`src/rtl/regfile_wb_arbiter_if.sv`:
```
// Writeback bundle between the three writeback sources and the register-file write arbiter.
// Carries the per-source valid/ready/data, the registered write port and the hazard query pair.
// The master side drives requests and queries; the slave side (arbiter) answers.
interface regfile_wb_arbiter_if #(
  parameter int DATA_W = 32
);
  logic              wb_valid;
  logic [4:0]        wb_idx;
  logic [DATA_W-1:0] wb_data;
  logic              wb_ready;
  logic              sp_valid;
  logic [DATA_W-1:0] sp_data;
  logic              sp_ready;
  logic              ln_valid;
  logic [DATA_W-1:0] ln_data;
  logic              ln_ready;
  logic              rf_write;
  logic [4:0]        rf_idx;
  logic [DATA_W-1:0] rf_data;
  logic [4:0]        qx_idx;
  logic [4:0]        qy_idx;
  logic              pend_x;
  logic              pend_y;

  modport master (
    output wb_valid, wb_idx, wb_data, input wb_ready,
    output sp_valid, sp_data, input sp_ready,
    output ln_valid, ln_data, input ln_ready,
    input  rf_write, rf_idx, rf_data,
    output qx_idx, qy_idx, input pend_x, pend_y
  );

  modport slave (
    input  wb_valid, wb_idx, wb_data, output wb_ready,
    input  sp_valid, sp_data, output sp_ready,
    input  ln_valid, ln_data, output ln_ready,
    output rf_write, rf_idx, rf_data,
    input  qx_idx, qy_idx, output pend_x, pend_y
  );
endinterface

```
`src/rtl/regfile_wb_arbiter.sv`:
```
// Purpose: round-robin share of the register-file write port between wb, s8 and ra FIFOs.
// Latency: push at edge N into an idle arbiter shows rf_write = 1 after edge N+1.
// Backpressure: *_ready = FIFO not full (registered count only); requests must be held until taken.
module regfile_wb_arbiter #(
  parameter int DATA_W = 32,
  parameter int DEPTH  = 2,
  parameter int S8_IDX = 30,
  parameter int RA_IDX = 31
) (
  input logic                 clk,
  input logic                 reset,
  regfile_wb_arbiter_if.slave bus
);

  localparam int PW = (DEPTH > 1) ? $clog2(DEPTH) : 1;
  localparam int CW = $clog2(DEPTH + 1);
  localparam logic [PW-1:0] PTR_LAST = PW'(DEPTH - 1);
  localparam logic [CW-1:0] CNT_FULL = CW'(DEPTH);
  localparam logic [4:0]    S8_I     = 5'(S8_IDX);
  localparam logic [4:0]    RA_I     = 5'(RA_IDX);

  // Source slots: 0 = general writeback, 1 = s8, 2 = ra.
  logic [CW-1:0]     cnt    [3];
  logic [PW-1:0]     wr_ptr [3];
  logic [PW-1:0]     rd_ptr [3];
  logic [DATA_W-1:0] mem    [3][DEPTH];
  // Only the general source carries a destination; s8/ra destinations are fixed.
  logic [4:0]        wb_idx_mem [DEPTH];
  logic [DEPTH-1:0]  wb_slot_vld;
  logic [1:0]        rr_ptr;

  logic              rf_write_q;
  logic [4:0]        rf_idx_q;
  logic [DATA_W-1:0] rf_data_q;

  logic [2:0]        rdy;
  logic [2:0]        nonempty;
  logic [2:0]        push;
  logic [2:0]        pop;
  logic [DATA_W-1:0] push_data [3];
  logic              grant_vld;
  logic [1:0]        grant;
  logic [4:0]        grant_idx;
  logic [DATA_W-1:0] grant_data;
  logic              wb_hit_x;
  logic              wb_hit_y;

  function automatic logic [PW-1:0] ptr_inc(input logic [PW-1:0] p);
    return (p == PTR_LAST) ? '0 : p + 1'b1;
  endfunction

  // Slot visited k steps after the round-robin pointer, wrapping modulo 3.
  function automatic logic [1:0] rr_slot(input logic [1:0] base, input int k);
    logic [2:0] s;
    s = {1'b0, base} + 3'(k);
    if (s >= 3'd3) s = s - 3'd3;
    return s[1:0];
  endfunction

  // Ready and occupancy come from the registered counts only.
  always_comb begin
    for (int i = 0; i < 3; i++) begin
      rdy[i]      = (cnt[i] < CNT_FULL);
      nonempty[i] = (cnt[i] != '0);
    end
  end

  assign bus.wb_ready = rdy[0];
  assign bus.sp_ready = rdy[1];
  assign bus.ln_ready = rdy[2];

  // Index-0 general writes complete the handshake but are dropped here.
  assign push[0] = bus.wb_valid & rdy[0] & (bus.wb_idx != 5'd0);
  assign push[1] = bus.sp_valid & rdy[1];
  assign push[2] = bus.ln_valid & rdy[2];
  assign push_data[0] = bus.wb_data;
  assign push_data[1] = bus.sp_data;
  assign push_data[2] = bus.ln_data;

  // First non-empty source at or after the round-robin pointer wins.
  always_comb begin
    grant_vld = 1'b0;
    grant     = 2'd0;
    for (int k = 0; k < 3; k++) begin
      if (!grant_vld && nonempty[rr_slot(rr_ptr, k)]) begin
        grant_vld = 1'b1;
        grant     = rr_slot(rr_ptr, k);
      end
    end
    pop = '0;
    if (grant_vld) pop[grant] = 1'b1;
  end

  // Head entry of the winning source, with its destination index.
  always_comb begin
    grant_data = mem[grant][rd_ptr[grant]];
    case (grant)
      2'd0:    grant_idx = wb_idx_mem[rd_ptr[0]];
      2'd1:    grant_idx = S8_I;
      default: grant_idx = RA_I;
    endcase
  end

  // Hazard match against the queued general-writeback destinations.
  always_comb begin
    wb_hit_x = 1'b0;
    wb_hit_y = 1'b0;
    for (int s = 0; s < DEPTH; s++) begin
      if (wb_slot_vld[s] && wb_idx_mem[s] == bus.qx_idx) wb_hit_x = 1'b1;
      if (wb_slot_vld[s] && wb_idx_mem[s] == bus.qy_idx) wb_hit_y = 1'b1;
    end
  end

  // The output stage still counts as pending: the register file captures it a cycle later.
  assign bus.pend_x = (bus.qx_idx != 5'd0) &&
                      (wb_hit_x ||
                       (nonempty[1] && bus.qx_idx == S8_I) ||
                       (nonempty[2] && bus.qx_idx == RA_I) ||
                       (rf_write_q && rf_idx_q == bus.qx_idx));
  assign bus.pend_y = (bus.qy_idx != 5'd0) &&
                      (wb_hit_y ||
                       (nonempty[1] && bus.qy_idx == S8_I) ||
                       (nonempty[2] && bus.qy_idx == RA_I) ||
                       (rf_write_q && rf_idx_q == bus.qy_idx));

  assign bus.rf_write = rf_write_q;
  assign bus.rf_idx   = rf_idx_q;
  assign bus.rf_data  = rf_data_q;

  // FIFO bookkeeping, round-robin pointer and the registered write port.
  always_ff @(posedge clk) begin
    if (reset) begin
      for (int i = 0; i < 3; i++) begin
        cnt[i]    <= '0;
        wr_ptr[i] <= '0;
        rd_ptr[i] <= '0;
      end
      wb_slot_vld <= '0;
      rr_ptr      <= 2'd0;
      rf_write_q  <= 1'b0;
      rf_idx_q    <= 5'd0;
      rf_data_q   <= '0;
    end else begin
      for (int i = 0; i < 3; i++) begin
        if (push[i]) begin
          mem[i][wr_ptr[i]] <= push_data[i];
          wr_ptr[i]         <= ptr_inc(wr_ptr[i]);
        end
        if (pop[i]) rd_ptr[i] <= ptr_inc(rd_ptr[i]);
        if (push[i] && !pop[i])      cnt[i] <= cnt[i] + 1'b1;
        else if (pop[i] && !push[i]) cnt[i] <= cnt[i] - 1'b1;
      end
      // Push and pop never hit the same slot: that would need the FIFO empty or full.
      if (pop[0])  wb_slot_vld[rd_ptr[0]] <= 1'b0;
      if (push[0]) begin
        wb_slot_vld[wr_ptr[0]] <= 1'b1;
        wb_idx_mem[wr_ptr[0]]  <= bus.wb_idx;
      end
      rf_write_q <= grant_vld;
      if (grant_vld) begin
        rf_idx_q  <= grant_idx;
        rf_data_q <= grant_data;
        rr_ptr    <= (grant == 2'd2) ? 2'd0 : grant + 2'd1;
      end
    end
  end

endmodule
```
`src/flat_wrapper.sv`:
```
// flat-port wrapper written by rule: the top's interface ports become plain ports
module regfile_wb_arbiter_flat 
#(
  parameter int DATA_W = 32,
  parameter int DEPTH  = 2,
  parameter int S8_IDX = 30,
  parameter int RA_IDX = 31
)
  (clk, reset, bus_wb_valid, bus_wb_idx, bus_wb_data, bus_wb_ready, bus_sp_valid, bus_sp_data, bus_sp_ready, bus_ln_valid, bus_ln_data, bus_ln_ready, bus_rf_write, bus_rf_idx, bus_rf_data, bus_qx_idx, bus_qy_idx, bus_pend_x, bus_pend_y);
  regfile_wb_arbiter_if #(.DATA_W(DATA_W)) bus_i ();
  input logic clk;
  input logic reset;
  input wire logic [$bits(bus_i.wb_valid)-1:0] bus_wb_valid;
  input wire logic [$bits(bus_i.wb_idx)-1:0] bus_wb_idx;
  input wire logic [$bits(bus_i.wb_data)-1:0] bus_wb_data;
  output wire logic [$bits(bus_i.wb_ready)-1:0] bus_wb_ready;
  input wire logic [$bits(bus_i.sp_valid)-1:0] bus_sp_valid;
  input wire logic [$bits(bus_i.sp_data)-1:0] bus_sp_data;
  output wire logic [$bits(bus_i.sp_ready)-1:0] bus_sp_ready;
  input wire logic [$bits(bus_i.ln_valid)-1:0] bus_ln_valid;
  input wire logic [$bits(bus_i.ln_data)-1:0] bus_ln_data;
  output wire logic [$bits(bus_i.ln_ready)-1:0] bus_ln_ready;
  output wire logic [$bits(bus_i.rf_write)-1:0] bus_rf_write;
  output wire logic [$bits(bus_i.rf_idx)-1:0] bus_rf_idx;
  output wire logic [$bits(bus_i.rf_data)-1:0] bus_rf_data;
  input wire logic [$bits(bus_i.qx_idx)-1:0] bus_qx_idx;
  input wire logic [$bits(bus_i.qy_idx)-1:0] bus_qy_idx;
  output wire logic [$bits(bus_i.pend_x)-1:0] bus_pend_x;
  output wire logic [$bits(bus_i.pend_y)-1:0] bus_pend_y;
  assign bus_i.wb_valid = bus_wb_valid;
  assign bus_i.wb_idx = bus_wb_idx;
  assign bus_i.wb_data = bus_wb_data;
  assign bus_wb_ready = bus_i.wb_ready;
  assign bus_i.sp_valid = bus_sp_valid;
  assign bus_i.sp_data = bus_sp_data;
  assign bus_sp_ready = bus_i.sp_ready;
  assign bus_i.ln_valid = bus_ln_valid;
  assign bus_i.ln_data = bus_ln_data;
  assign bus_ln_ready = bus_i.ln_ready;
  assign bus_rf_write = bus_i.rf_write;
  assign bus_rf_idx = bus_i.rf_idx;
  assign bus_rf_data = bus_i.rf_data;
  assign bus_i.qx_idx = bus_qx_idx;
  assign bus_i.qy_idx = bus_qy_idx;
  assign bus_pend_x = bus_i.pend_x;
  assign bus_pend_y = bus_i.pend_y;
  regfile_wb_arbiter #(.DATA_W(DATA_W), .DEPTH(DEPTH), .S8_IDX(S8_IDX), .RA_IDX(RA_IDX)) u_core (.clk(clk), .reset(reset), .bus(bus_i));
endmodule
```
`config.mk`:
```
export PLATFORM = sky130hd
export DESIGN_NAME = regfile_wb_arbiter_flat
export DESIGN_NICKNAME = d
export VERILOG_FILES = /design/src/rtl/regfile_wb_arbiter_if.sv /design/src/rtl/regfile_wb_arbiter.sv /design/src/flat_wrapper.sv
export SDC_FILE = /design/constraint.sdc
export NUM_CORES = 1
export LEC_CHECK = 0
export CORE_UTILIZATION = 49
export DETAILED_ROUTE_END_ITERATION = 8
export PLACE_DENSITY = 0.76
export SLEW_MARGIN = 10
export SYNTH_ARGS = -nofsm -noshare
export SYNTH_HDL_FRONTEND = slang
export SYNTH_SLANG_ARGS = --single-unit
export TNS_END_PERCENT = 5
```
`constraint.sdc`:
```
create_clock -name clk -period 4.3 [get_ports clk]
set_input_delay 0.86 -clock clk [delete_from_list [all_inputs] [get_ports clk]]
set_output_delay 0.86 -clock clk [all_outputs]
set_load 0.01 [all_outputs]
```
==> flow report, run 1 <==
DETAILED ROUTING
------------------------------------------------------------------------------------------
Number of nets with antenna violations after routing ........................            0
Vias per inst ...............................................................         5.74
Total via count in the routed design ........................................         7188
Violation tally from detailed-route iteration zero ..........................          536
WL final ....................................................................     25100 um
Initial DRT Pass Iterations .................................................            4
WL/cell .....................................................................      20.0 um
Post-detailed-route DRC marker count ........................................            0

GLOBAL ROUTE
------------------------------------------------------------------------------------------
Global-route wire length before repair ......................................     37900 um
Maximum number of pins on one net before global-route repair ................           67
Global route overflow .......................................................            0
Global routing usage summed across all routing layers .......................        0.229
Initial antenna violation count .............................................            3
Vias in the first global route ..............................................         7027

TIMING
------------------------------------------------------------------------------------------
Final-report hold violation count ...........................................            0
Final Cycle Share ...........................................................        0.853
Actual slew at the worst max-slew pin .......................................      1.12 ns
Final Max Slew Viols ........................................................            0
Setup slack of the critical path after layout ...............................     0.631 ns
Final critical delay including setup and external delays ....................      3.67 ns
Setup Skew ..................................................................    0.0268 ns
Max frequency ...............................................................    0.273 GHz
Unrepaired setup endpoints after global routing .............................        false
Final setup TNS .............................................................         0 ns
# setup viols final .........................................................            0
Worst slew slack as a fraction of its limit .................................        0.249
Worst hold slack ............................................................     0.494 ns

FINAL LAYOUT
------------------------------------------------------------------------------------------
Number of multi-input combinational cells in the layout .....................          494
Sequential cell count .......................................................          256
Layout cells sized above 1 ..................................................       0.0830
FF/Latch Area ...............................................................     7270 um2
Proportion of cell area occupied by registers ...............................        0.553
Fraction of the core area covered by cells at the end of the flow ...........        0.627
Number of antenna diodes ....................................................            1
Number of ordinary inverters in the final layout ............................            8
Most used cells in the layout excluding fill and tap cells .................. 214 x sky130_fd_sc_hd__edfxtp_1, 157 x sky130_fd_sc_hd__clkdlybuf4s50_1, 145 x sky130_fd_sc_hd__nand2_1
Number of signal-net buffers in the layout ..................................          171
Max-area cell class ......................................................... sequential cells
Clock network share of area .................................................       0.0667
Most used logic cell in the final layout .................................... sky130_fd_sc_hd__edfxtp_1
Logic cell area .............................................................     2930 um2
Final-layout clock buffer total .............................................           31
Synth-to-layout area growth .................................................        25.7%
Combinational fraction of the cell area .....................................        0.223
Fillers .....................................................................         1604
Design area .................................................................    13100 um2
NumNets Final ...............................................................         1077
NonClk Buf Share ............................................................        0.128
Final non-filler cell total .................................................         1252

CTS
------------------------------------------------------------------------------------------
Number of buffers created by CTS ............................................           26
Deepest clock path buffer count .............................................            3
CTS resizes .................................................................            0
Insertion delay at the late pin of the worst-skew pair ......................      0.54 ns
Clock edge transition at the registers on the reported setup and hold paths .      0.07 ns
CTS tree ....................................................................        built
Sink Count ..................................................................          256
Clk root buf ................................................................ sky130_fd_sc_hd__clkbuf_16
H-tree depth reported by CTS ................................................            1
Count of hold-fix buffers inserted at cts ...................................            0
Count of buffers added by post-CTS timing repair for setup ..................            0

LOGIC SYNTHESIS
------------------------------------------------------------------------------------------
Synthesized registers .......................................................          256
Seq share, synth ............................................................        0.695
Count of yosys warnings during synthesis ....................................            0
Area share of the largest cell type after synthesis .........................        0.615
Commonest cells in the netlist .............................................. 214 x sky130_fd_sc_hd__edfxtp_1, 145 x sky130_fd_sc_hd__nand2_1, 67 x sky130_fd_sc_hd__o211ai_1
Cell taking the most area after synthesis ................................... sky130_fd_sc_hd__edfxtp_1
Area of the synthesized netlist per yosys stat ..............................    10500 um2
Count leader, synth ......................................................... sky130_fd_sc_hd__edfxtp_1
Yosys Instances .............................................................          816
Number of nets produced by synthesis ........................................          936
Fraction of synthesis flops using an asynchronous set or reset pin ..........            0
Largest cells by area after synthesis ....................................... sky130_fd_sc_hd__edfxtp_1 61%, sky130_fd_sc_hd__dfxtp_1 8.0%, sky130_fd_sc_hd__nand2_1 5.2%
Number of cells produced by synthesis .......................................          816
Cell Type Count .............................................................           53
Cell area after technology mapping ..........................................    10500 um2
Ys flop type ................................................................ sky130_fd_sc_hd__edfxtp_1
Synthesized area per cell ...................................................     12.8 um2
Post-synth EDFFs ............................................................          214

POWER
------------------------------------------------------------------------------------------
Peak supply drop ............................................................       450 uV
Sum of internal, switching and leakage power ................................      9.75 mW
Leakage .....................................................................      4.56 nW
Power per Cell Area .........................................................   742 nW/um2

PLACED DESIGN
------------------------------------------------------------------------------------------
Number of input and output port buffers inserted ............................          158
DP Cell Count ...............................................................         1204
Detail Placement HPWL .......................................................     15000 um
Worst setup slack after placement ...........................................     0.644 ns
Global placement routability congestion .....................................        0.871
Cell area after placement ...................................................    12300 um2

SETUP PATH
------------------------------------------------------------------------------------------
Critical Path RT ............................................................      3.44 ns
Sort of element at the start of the critical path ...........................   input port
Worst setup path category ................................................... input port to output pin
Critical path arrival .......................................................      2.81 ns
Capturing element type of the critical path .................................   output pin
Reg-to-reg slack, setup .....................................................      0.76 ns
Critical-path maximum fanout ................................................            6

FLOORPLAN
------------------------------------------------------------------------------------------
Tap cell count ..............................................................          275
Number of core rows .........................................................           53
Floorplan die height ........................................................       148 um
I/O pin total ...............................................................          159
Area inside the core boundary ...............................................    21000 um2
Die X .......................................................................       148 um
Effective utilization at floorplan ..........................................        0.499
Area of the die .............................................................    21900 um2

JOB
------------------------------------------------------------------------------------------
Max-cap check violation count ...............................................            0
OpenROAD warning count ......................................................           28

WORST HOLD PATH
------------------------------------------------------------------------------------------
Hold WC Path Type ........................................................... register to register

STATUS
------------------------------------------------------------------------------------------
Outcome .....................................................................    completed

-- run 1: worst paths after layout --
kind	cells after the start	end	start
min reg2reg	2	u_core.bus.rf_data[17]	u_core.bus.rf_data[17]
min	2	u_core.bus.rf_data[17]	u_core.bus.rf_data[17]
max reg2reg	9	u_core.bus.rf_data[21]	u_core.cnt[2][1]
max	6	bus_pend_x	bus_qx_idx[0]
-- run 1: critical path, cell delays in order --
cell,delay (ns)
sky130_fd_sc_hd__clkdlybuf4s50_1,0.58
sky130_fd_sc_hd__xor2_1,0.22
sky130_fd_sc_hd__nor4_1,0.30
sky130_fd_sc_hd__a31oi_1,0.12
sky130_fd_sc_hd__a21oi_1,0.16
sky130_fd_sc_hd__clkdlybuf4s50_1,0.56
-- run 1: logic make-up (layout without fill, tap and decap cells) --
kind of cell	count (synthesis)	count (layout)	synth area share
buf+inv	66	226	0.0294
other cells	0	1	0
flops	256	256	0.695
compound gates	171	171	0.119
xor+xnor	36	36	0.0302
mux	6	6	0.00682
fa+ha+maj	4	4	0.00479
simple gates	277	277	0.114
-- run 1: metal layers --
layer  GRT usage  part of all wire  up-vias
li1            -                 -     3341
met1       0.304              0.41     3494
met2       0.381              0.49      294
met3      0.0340             0.077       57
met4      0.0851             0.027        2
met5           0           0.00052        -
-- run 1: state kept, by name (all words and copies together) (netlist names) --
signal and count:
u_core.wb_idx_mem 10, u_core.bus.rf_write 1, u_core.wr_ptr 3, u_core.mem 192
u_core.cnt 6, u_core.bus.rf_data 32, u_core.rr_ptr 2, u_core.wb_slot_vld 2
u_core.bus.rf_idx 5, u_core.rd_ptr 3
-- run 1: report_power, final --
part | internal [mW] | switching, mW
Sequential | 3.12 | 0.225
Clock | 1.37 | 0.922
Combinational | 1.56 | 2.55
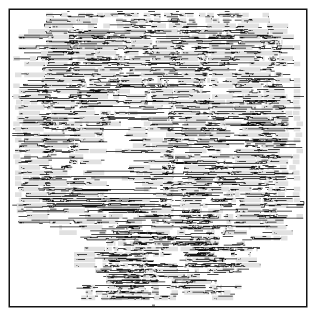
Run 1: metal 1
(2 px per um) Cells faint in the background.
nets with wire on the layer: 978
wire length on this layer: 10300 um

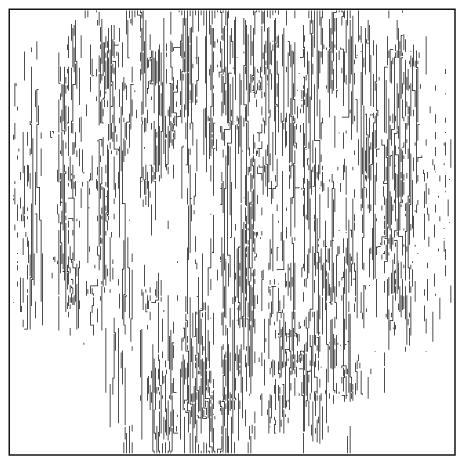
Run 1: metal 2
(3 px per um)
longest straight run: 53.8 um
main direction: vertical

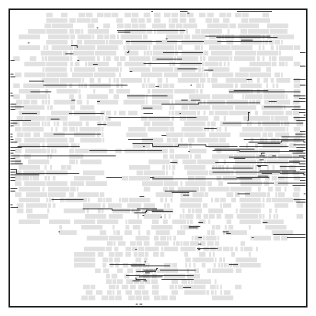
Run 1: M3 wires
(2 px per um) Cells faint in the background.
longest straight run: 52.2 um
share of all routed wire: 7.7%
nets with wire on the layer: 140

==> run 2, diff against run 1 <==
--- a/config.mk
+++ b/config.mk
@@ -5,9 +5,9 @@
 export SDC_FILE = /design/constraint.sdc
 export NUM_CORES = 1
 export LEC_CHECK = 0
-export CORE_UTILIZATION = 49
+export CORE_UTILIZATION = 45
 export DETAILED_ROUTE_END_ITERATION = 8
-export PLACE_DENSITY = 0.76
+export PLACE_DENSITY = 0.71
 export SLEW_MARGIN = 10
 export SYNTH_ARGS = -nofsm -noshare
 export SYNTH_HDL_FRONTEND = slang
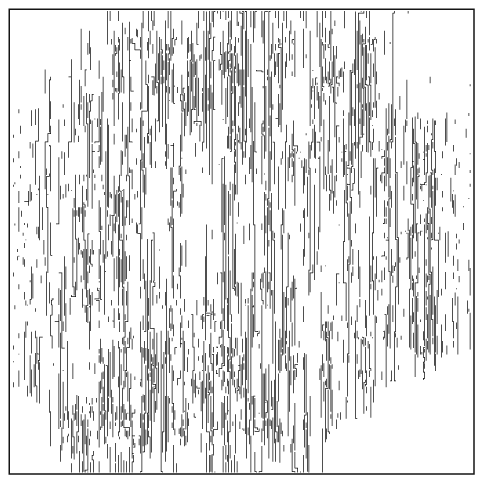
Run 2: metal 2
(3 px per um)
share of all routed wire: 48%
main direction: vertical
longest straight run: 60.3 um
wire length on this layer: 12400 um

==> flow report, run 2 <==
LOGIC SYNTHESIS
------------------------------------------------------------------------------------------
Adder-cell area share of the yosys netlist ..................................      0.00479
Area of the synthesized netlist per yosys stat ..............................    10500 um2
Seq share, synth ............................................................        0.695
Post-synthesis mux area share ...............................................      0.00682
Cell taking the most area after synthesis ................................... sky130_fd_sc_hd__edfxtp_1
Synthesized area per cell ...................................................     12.8 um2
Count leader, synth ......................................................... sky130_fd_sc_hd__edfxtp_1
Synthesized registers .......................................................          256
Largest cells by area after synthesis ....................................... sky130_fd_sc_hd__edfxtp_1 61%, sky130_fd_sc_hd__dfxtp_1 8.0%, sky130_fd_sc_hd__nand2_1 5.2%
Commonest cells in the netlist .............................................. 214 x sky130_fd_sc_hd__edfxtp_1, 145 x sky130_fd_sc_hd__nand2_1, 67 x sky130_fd_sc_hd__o211ai_1
Number of nets produced by synthesis ........................................          936
Yosys xor share .............................................................       0.0302
Simple-gate share of the synthesized area ...................................        0.114
Area share of the largest cell type after synthesis .........................        0.615
Cell area after technology mapping ..........................................    10500 um2
Cell Type Count .............................................................           53
Biggest combinational cell group after synthesis ............................ AND-OR/OR-AND gates

TIMING
------------------------------------------------------------------------------------------
Worst slew slack as a fraction of its limit .................................        0.232
# setup viols final .........................................................            0
Unrepaired setup endpoints after global routing .............................        false
Final Cycle Share ...........................................................        0.852

POWER
------------------------------------------------------------------------------------------
Internal power summed over all cells ........................................      6.08 mW
Leakage .....................................................................      4.62 nW
Part of the power in combinational logic ....................................        0.425
Power consumed by sequential cells ..........................................      3.36 mW
Highest-power group ......................................................... combinational cells
Net switching power .........................................................      3.71 mW
Switching part of the total .................................................        0.379
Peak supply drop ............................................................       360 uV
P_comb ......................................................................      4.16 mW
Share of total power in the clock network ...................................        0.232

CTS
------------------------------------------------------------------------------------------
CTS tree ....................................................................        built
Insertion delay at the late pin of the worst-skew pair ......................      0.53 ns
Count of buffers added by post-CTS timing repair for setup ..................            0
Clock edge transition at the registers on the reported setup and hold paths .      0.06 ns
Clk root buf ................................................................ sky130_fd_sc_hd__clkbuf_16
H-tree depth reported by CTS ................................................            1
Count of hold-fix buffers inserted at cts ...................................            0

SETUP PATH
------------------------------------------------------------------------------------------
Sort of element at the start of the critical path ...........................   input port
Reg-to-reg endpoint ......................................................... u_core.bus.rf_data[25]
Worst setup path category ................................................... input port to output pin
Critical R2R Launch ......................................................... u_core.rr_ptr[0]
Critical Path RT ............................................................      3.44 ns
Logic depth of the worst register-to-register path ..........................           10

DETAILED ROUTING
------------------------------------------------------------------------------------------
Vias per inst ...............................................................         5.53
Initial DRT Pass Iterations .................................................            5
Met1 wire length ............................................................     11300 um
Total via count in the routed design ........................................         7050
WL/cell .....................................................................      20.1 um
Violation tally from detailed-route iteration zero ..........................          451
Post-detailed-route DRC marker count ........................................            0

FLOORPLAN
------------------------------------------------------------------------------------------
Number of core rows .........................................................           55
I/O pin total ...............................................................          159
Tap cell count ..............................................................          285
Floorplan die height ........................................................       154 um
Die X .......................................................................       154 um

WORST HOLD PATH
------------------------------------------------------------------------------------------
Hold WC Path Type ........................................................... register to register

GLOBAL ROUTE
------------------------------------------------------------------------------------------
Initial antenna violation count .............................................            1
Global-route met2 utilization ...............................................        0.359
Global routing usage on met1 ................................................        0.297
Vias in the first global route ..............................................         7038

FINAL LAYOUT
------------------------------------------------------------------------------------------
NumNets Final ...............................................................         1086
Max-area cell class ......................................................... sequential cells
Max reg flops ...............................................................          192
Number of multi-input combinational cells in the layout .....................          494
FF/Latch Area ...............................................................     7270 um2
Layout cells sized above 1 ..................................................       0.0891
Fillers .....................................................................         1865
Number of signal-net buffers in the layout ..................................          178
Combinational fraction of the cell area .....................................        0.221
Sequential cell count .......................................................          256
Number of ordinary inverters in the final layout ............................            8
Most used logic cell in the final layout .................................... sky130_fd_sc_hd__edfxtp_1
Final-layout clock buffer total .............................................           36
Clock network share of area .................................................       0.0666
NonClk Buf Share ............................................................        0.133

JOB
------------------------------------------------------------------------------------------
Max-cap check violation count ...............................................            0
OpenROAD warning count ......................................................           28

STATUS
------------------------------------------------------------------------------------------
Outcome .....................................................................    completed

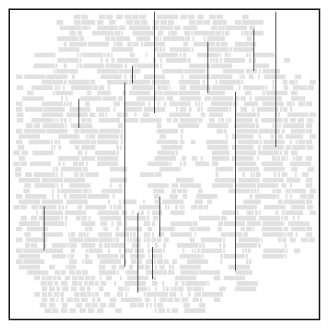
Run 2: signal wires on met4
(2 px per um) Cells faint in the background.
nets with wire on the layer: 8
share of all routed wire: 1.8%
wire length on this layer: 463 um

[run 2: cell types whose count changed in the layout (fill, tap and decap cells not counted), moves of 2 or more]
cell                         change
sky130_fd_sc_hd__clkbuf_16       +3
sky130_fd_sc_hd__clkinvlp_4      -3
sky130_fd_sc_hd__buf_4           +5
sky130_fd_sc_hd__clkinv_1        +2
sky130_fd_sc_hd__clkinv_2        +3
sky130_fd_sc_hd__bufinv_16       -2
sky130_fd_sc_hd__clkbuf_1        +3
[run 2: critical path: stages]
cell and delay (ns):
sky130_fd_sc_hd__clkdlybuf4s50_1 0.52, sky130_fd_sc_hd__xor2_1 0.21, sky130_fd_sc_hd__nor4_1 0.26, sky130_fd_sc_hd__and3_1 0.19, sky130_fd_sc_hd__a31oi_1 0.05, sky130_fd_sc_hd__a21oi_1 0.16
sky130_fd_sc_hd__clkdlybuf4s50_1 0.55
[run 2: stage by stage]
stage                util  total power [mW]  std cells  cell area, um2  setup slack (ns)
global route        0.582              10.4       1274           13200             0.426
finish              0.582              9.80       1274           13200             0.639
detailed placement  0.543              7.58       1220           12300             0.636
floorplan               -              6.28        816           10500            0.0951
global placement    0.543              7.49       1220           12300             0.686
CTS                 0.582              9.87       1272           13200             0.632
[run 2: how the worst max path moves through the flow]
stage / slack [ns] / endpoint / cells after the start / from
final: 0.64 / bus_pend_x / 7 / bus_qx_idx[2]
after global routing: 0.43 / u_core.bus.rf_data[25] / 10 / u_core.rr_ptr[0]
after CTS: 0.63 / u_core.bus.rf_data[25] / 10 / u_core.rr_ptr[0]
after detailed placement: 0.64 / u_core.mem[0][8] / 5 / bus_wb_idx[3]
after global placement: 0.69 / bus_pend_x / 7 / bus_qx_idx[2]
after floorplan: 0.1 / u_core.mem[0][32] / 3 / bus_wb_idx[3]
==> run 3, diff against run 2 <==
--- a/config.mk
+++ b/config.mk
@@ -6,8 +6,9 @@
 export NUM_CORES = 1
 export LEC_CHECK = 0
 export CORE_UTILIZATION = 45
+export CTS_CLUSTER_DIAMETER = 100
 export DETAILED_ROUTE_END_ITERATION = 8
-export PLACE_DENSITY = 0.71
+export DONT_BUFFER_PORTS = 1
 export SLEW_MARGIN = 10
 export SYNTH_ARGS = -nofsm -noshare
 export SYNTH_HDL_FRONTEND = slang
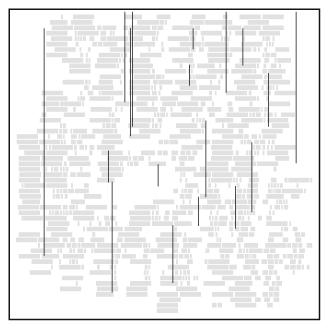
Run 3: signal wires on met4
(2 px per um) Cells faint in the background.
nets with wire on the layer: 9
main direction: vertical
share of all routed wire: 2.7%
longest straight run: 114 um
wire length on this layer: 668 um

==> flow report, run 3 <==
STATUS
------------------------------------------------------------------------------------------
Outcome .....................................................................    completed

LOGIC SYNTHESIS
------------------------------------------------------------------------------------------
Count of yosys warnings during synthesis ....................................            0
Cell taking the most area after synthesis ................................... sky130_fd_sc_hd__edfxtp_1
Cell area after technology mapping ..........................................    10500 um2
Synthesized registers .......................................................          256
Fraction of synthesis flops using an asynchronous set or reset pin ..........            0
Area share of the largest cell type after synthesis .........................        0.615
Post-synth EDFFs ............................................................          214
Area of the synthesized netlist per yosys stat ..............................    10500 um2
Cell Type Count .............................................................           53
Seq share, synth ............................................................        0.695
Synthesized area per cell ...................................................     12.8 um2
Commonest cells in the netlist .............................................. 214 x sky130_fd_sc_hd__edfxtp_1, 145 x sky130_fd_sc_hd__nand2_1, 67 x sky130_fd_sc_hd__o211ai_1
Largest cells by area after synthesis ....................................... sky130_fd_sc_hd__edfxtp_1 61%, sky130_fd_sc_hd__dfxtp_1 8.0%, sky130_fd_sc_hd__nand2_1 5.2%
Number of nets produced by synthesis ........................................          936
Yosys Instances .............................................................          816

POWER
------------------------------------------------------------------------------------------
Sum of internal, switching and leakage power ................................      9.26 mW
Leakage .....................................................................      3.97 nW
Power per Cell Area .........................................................   800 nW/um2
Peak supply drop ............................................................       658 uV

GLOBAL ROUTE
------------------------------------------------------------------------------------------
Global-route wire length before repair ......................................     38400 um
Initial antenna violation count .............................................            0
Global route overflow .......................................................            0
Maximum number of pins on one net before global-route repair ................           72

DETAILED ROUTING
------------------------------------------------------------------------------------------
Top Layer Used ..............................................................         met4
WL met2 .....................................................................     12100 um
Total via count in the routed design ........................................         6571
Violation tally from detailed-route iteration zero ..........................          400
Initial DRT Pass Iterations .................................................            8
WL final ....................................................................     25100 um
Number of nets with antenna violations after routing ........................            0
Post-detailed-route DRC marker count ........................................            0
Met1 wire length ............................................................      9990 um
Vias per inst ...............................................................         5.91
Met3 routed wirelength ......................................................      2330 um
WL/cell .....................................................................      22.6 um

TIMING
------------------------------------------------------------------------------------------
Max frequency ...............................................................    0.278 GHz
Final Max Slew Viols ........................................................            0
Actual slew at the worst max-slew pin .......................................      1.15 ns
Setup Skew ..................................................................   0.00939 ns
Final Cycle Share ...........................................................        0.836
Final setup TNS .............................................................         0 ns
Final critical delay including setup and external delays ....................      3.60 ns
Unrepaired setup endpoints after global routing .............................        false
Final-report hold violation count ...........................................            0
# setup viols final .........................................................            0

CTS
------------------------------------------------------------------------------------------
CTS resizes .................................................................            0
Clk root buf ................................................................ sky130_fd_sc_hd__clkbuf_16
Count of hold-fix buffers inserted at cts ...................................            0
H-tree depth reported by CTS ................................................            1
Insertion delay at the late pin of the worst-skew pair ......................      0.53 ns
Count of buffers added by post-CTS timing repair for setup ..................            0
Sink Count ..................................................................          256
Number of buffers created by CTS ............................................           26
CTS tree ....................................................................        built
Clock edge transition at the registers on the reported setup and hold paths .      0.06 ns

FINAL LAYOUT
------------------------------------------------------------------------------------------
Number of antenna diodes ....................................................            0
Max reg flops ...............................................................          192
Synth-to-layout area growth .................................................        10.7%
Layout cells sized above 1 ..................................................        0.103
Most used cells in the layout excluding fill and tap cells .................. 214 x sky130_fd_sc_hd__edfxtp_1, 145 x sky130_fd_sc_hd__nand2_1, 67 x sky130_fd_sc_hd__o211ai_1
Fraction of the core area covered by cells at the end of the flow ...........        0.510
Logic cell area .............................................................     2930 um2
Final non-filler cell total .................................................         1111

PLACED DESIGN
------------------------------------------------------------------------------------------
Number of input and output port buffers inserted ............................            0
Detail Placement HPWL .......................................................     16000 um

FLOORPLAN
------------------------------------------------------------------------------------------
Floorplan die height ........................................................       154 um
Area of the die .............................................................    23800 um2
I/O pin total ...............................................................          159
Effective utilization at floorplan ..........................................        0.460
Area inside the core boundary ...............................................    22700 um2
Number of core rows .........................................................           55
Die X .......................................................................       154 um

SETUP PATH
------------------------------------------------------------------------------------------
Sort of element at the start of the critical path ...........................     register
Reg-to-reg slack, setup .....................................................      0.70 ns
Critical Path RT ............................................................      4.71 ns
Capturing element type of the critical path .................................     register
Logic depth of the worst register-to-register path ..........................            9
Critical R2R Launch ......................................................... u_core.rr_ptr[0]
Endpoint of the worst setup timing path ..................................... u_core.bus.rf_data[4]
Critical path origin ........................................................ u_core.rr_ptr[0]
Critical path arrival .......................................................      4.01 ns

JOB
------------------------------------------------------------------------------------------
Max-cap check violation count ...............................................            0
OpenROAD warning count ......................................................           28

WORST HOLD PATH
------------------------------------------------------------------------------------------
Hold Path Stages ............................................................            1
Hold_sp .....................................................................        reset
Worst hold endpoint ......................................................... u_core.bus.rf_data[3]
Hold WC Path Type ........................................................... input port to register

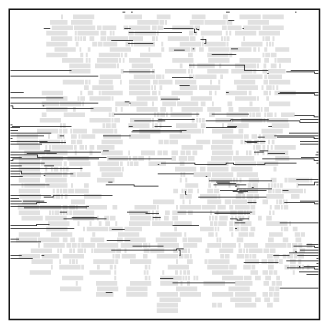
Run 3: M3 wires
(2 px per um) Cells faint in the background.
nets with wire on the layer: 126
main direction: horizontal

-- run 3: layout make-up --
class / count / share of cell area
Sequential cell: 256 / 0.628
Inverter: 8 / 0.00259
Timing Repair Buffer: 20 / 0.0141
Clock inverter: 12 / 0.0103
Tap cell: 285 / 0.0308
Multi-Input combinational cell: 494 / 0.253
Clock buffer: 36 / 0.0613
-- run 3: cells by family after synthesis --
group	synth area share
DFF	0.695
and+or+nand+nor	0.114
adders and majority gates	0.00479
buffers and inverters	0.0294
xor gates and xnor gates	0.0302
AOI/OAI and AO/OA	0.119
muxes	0.00682
-- run 3: critical path, cell delays in order, from the launching register on --
cell                       delay, ns
sky130_fd_sc_hd__dfxtp_1        0.36
sky130_fd_sc_hd__inv_1          0.07
sky130_fd_sc_hd__ha_1           0.51
sky130_fd_sc_hd__nor4b_1        0.52
sky130_fd_sc_hd__o31ai_4        0.15
sky130_fd_sc_hd__nand3_2        0.10
sky130_fd_sc_hd__mux2_4         0.33
sky130_fd_sc_hd__o21ai_4        0.88
sky130_fd_sc_hd__o211ai_1       0.19
sky130_fd_sc_hd__a311oi_1       0.37
-- run 3: through the flow --
stage / area, um2 / worst slack [ns]
floorplan: 10500 / 0.0951
global placement: 10700 / 0.913
detailed placement: 10700 / 0.696
CTS: 11600 / 0.671
global route: 11600 / 0.483
finish: 11600 / 0.703
-- run 3: power by group --
part | switching [mW] | internal (mW) | leakage [nW]
registers | 0.337 | 3.12 | 2.32
logic | 2.39 | 1.25 | 1.25
clock network | 0.886 | 1.27 | 0.403
-- run 3: metal layers --
| layer | GRT usage | up-vias |
|---|---|---|
| met3 | 0.0594 | 48 |
| met4 | 0.0618 | 0 |
| met2 | 0.365 | 264 |
| li1 | - | 3038 |
| met1 | 0.265 | 3221 |
| met5 | 0 | - |
Power is estimated from default activity; no workload was simulated.
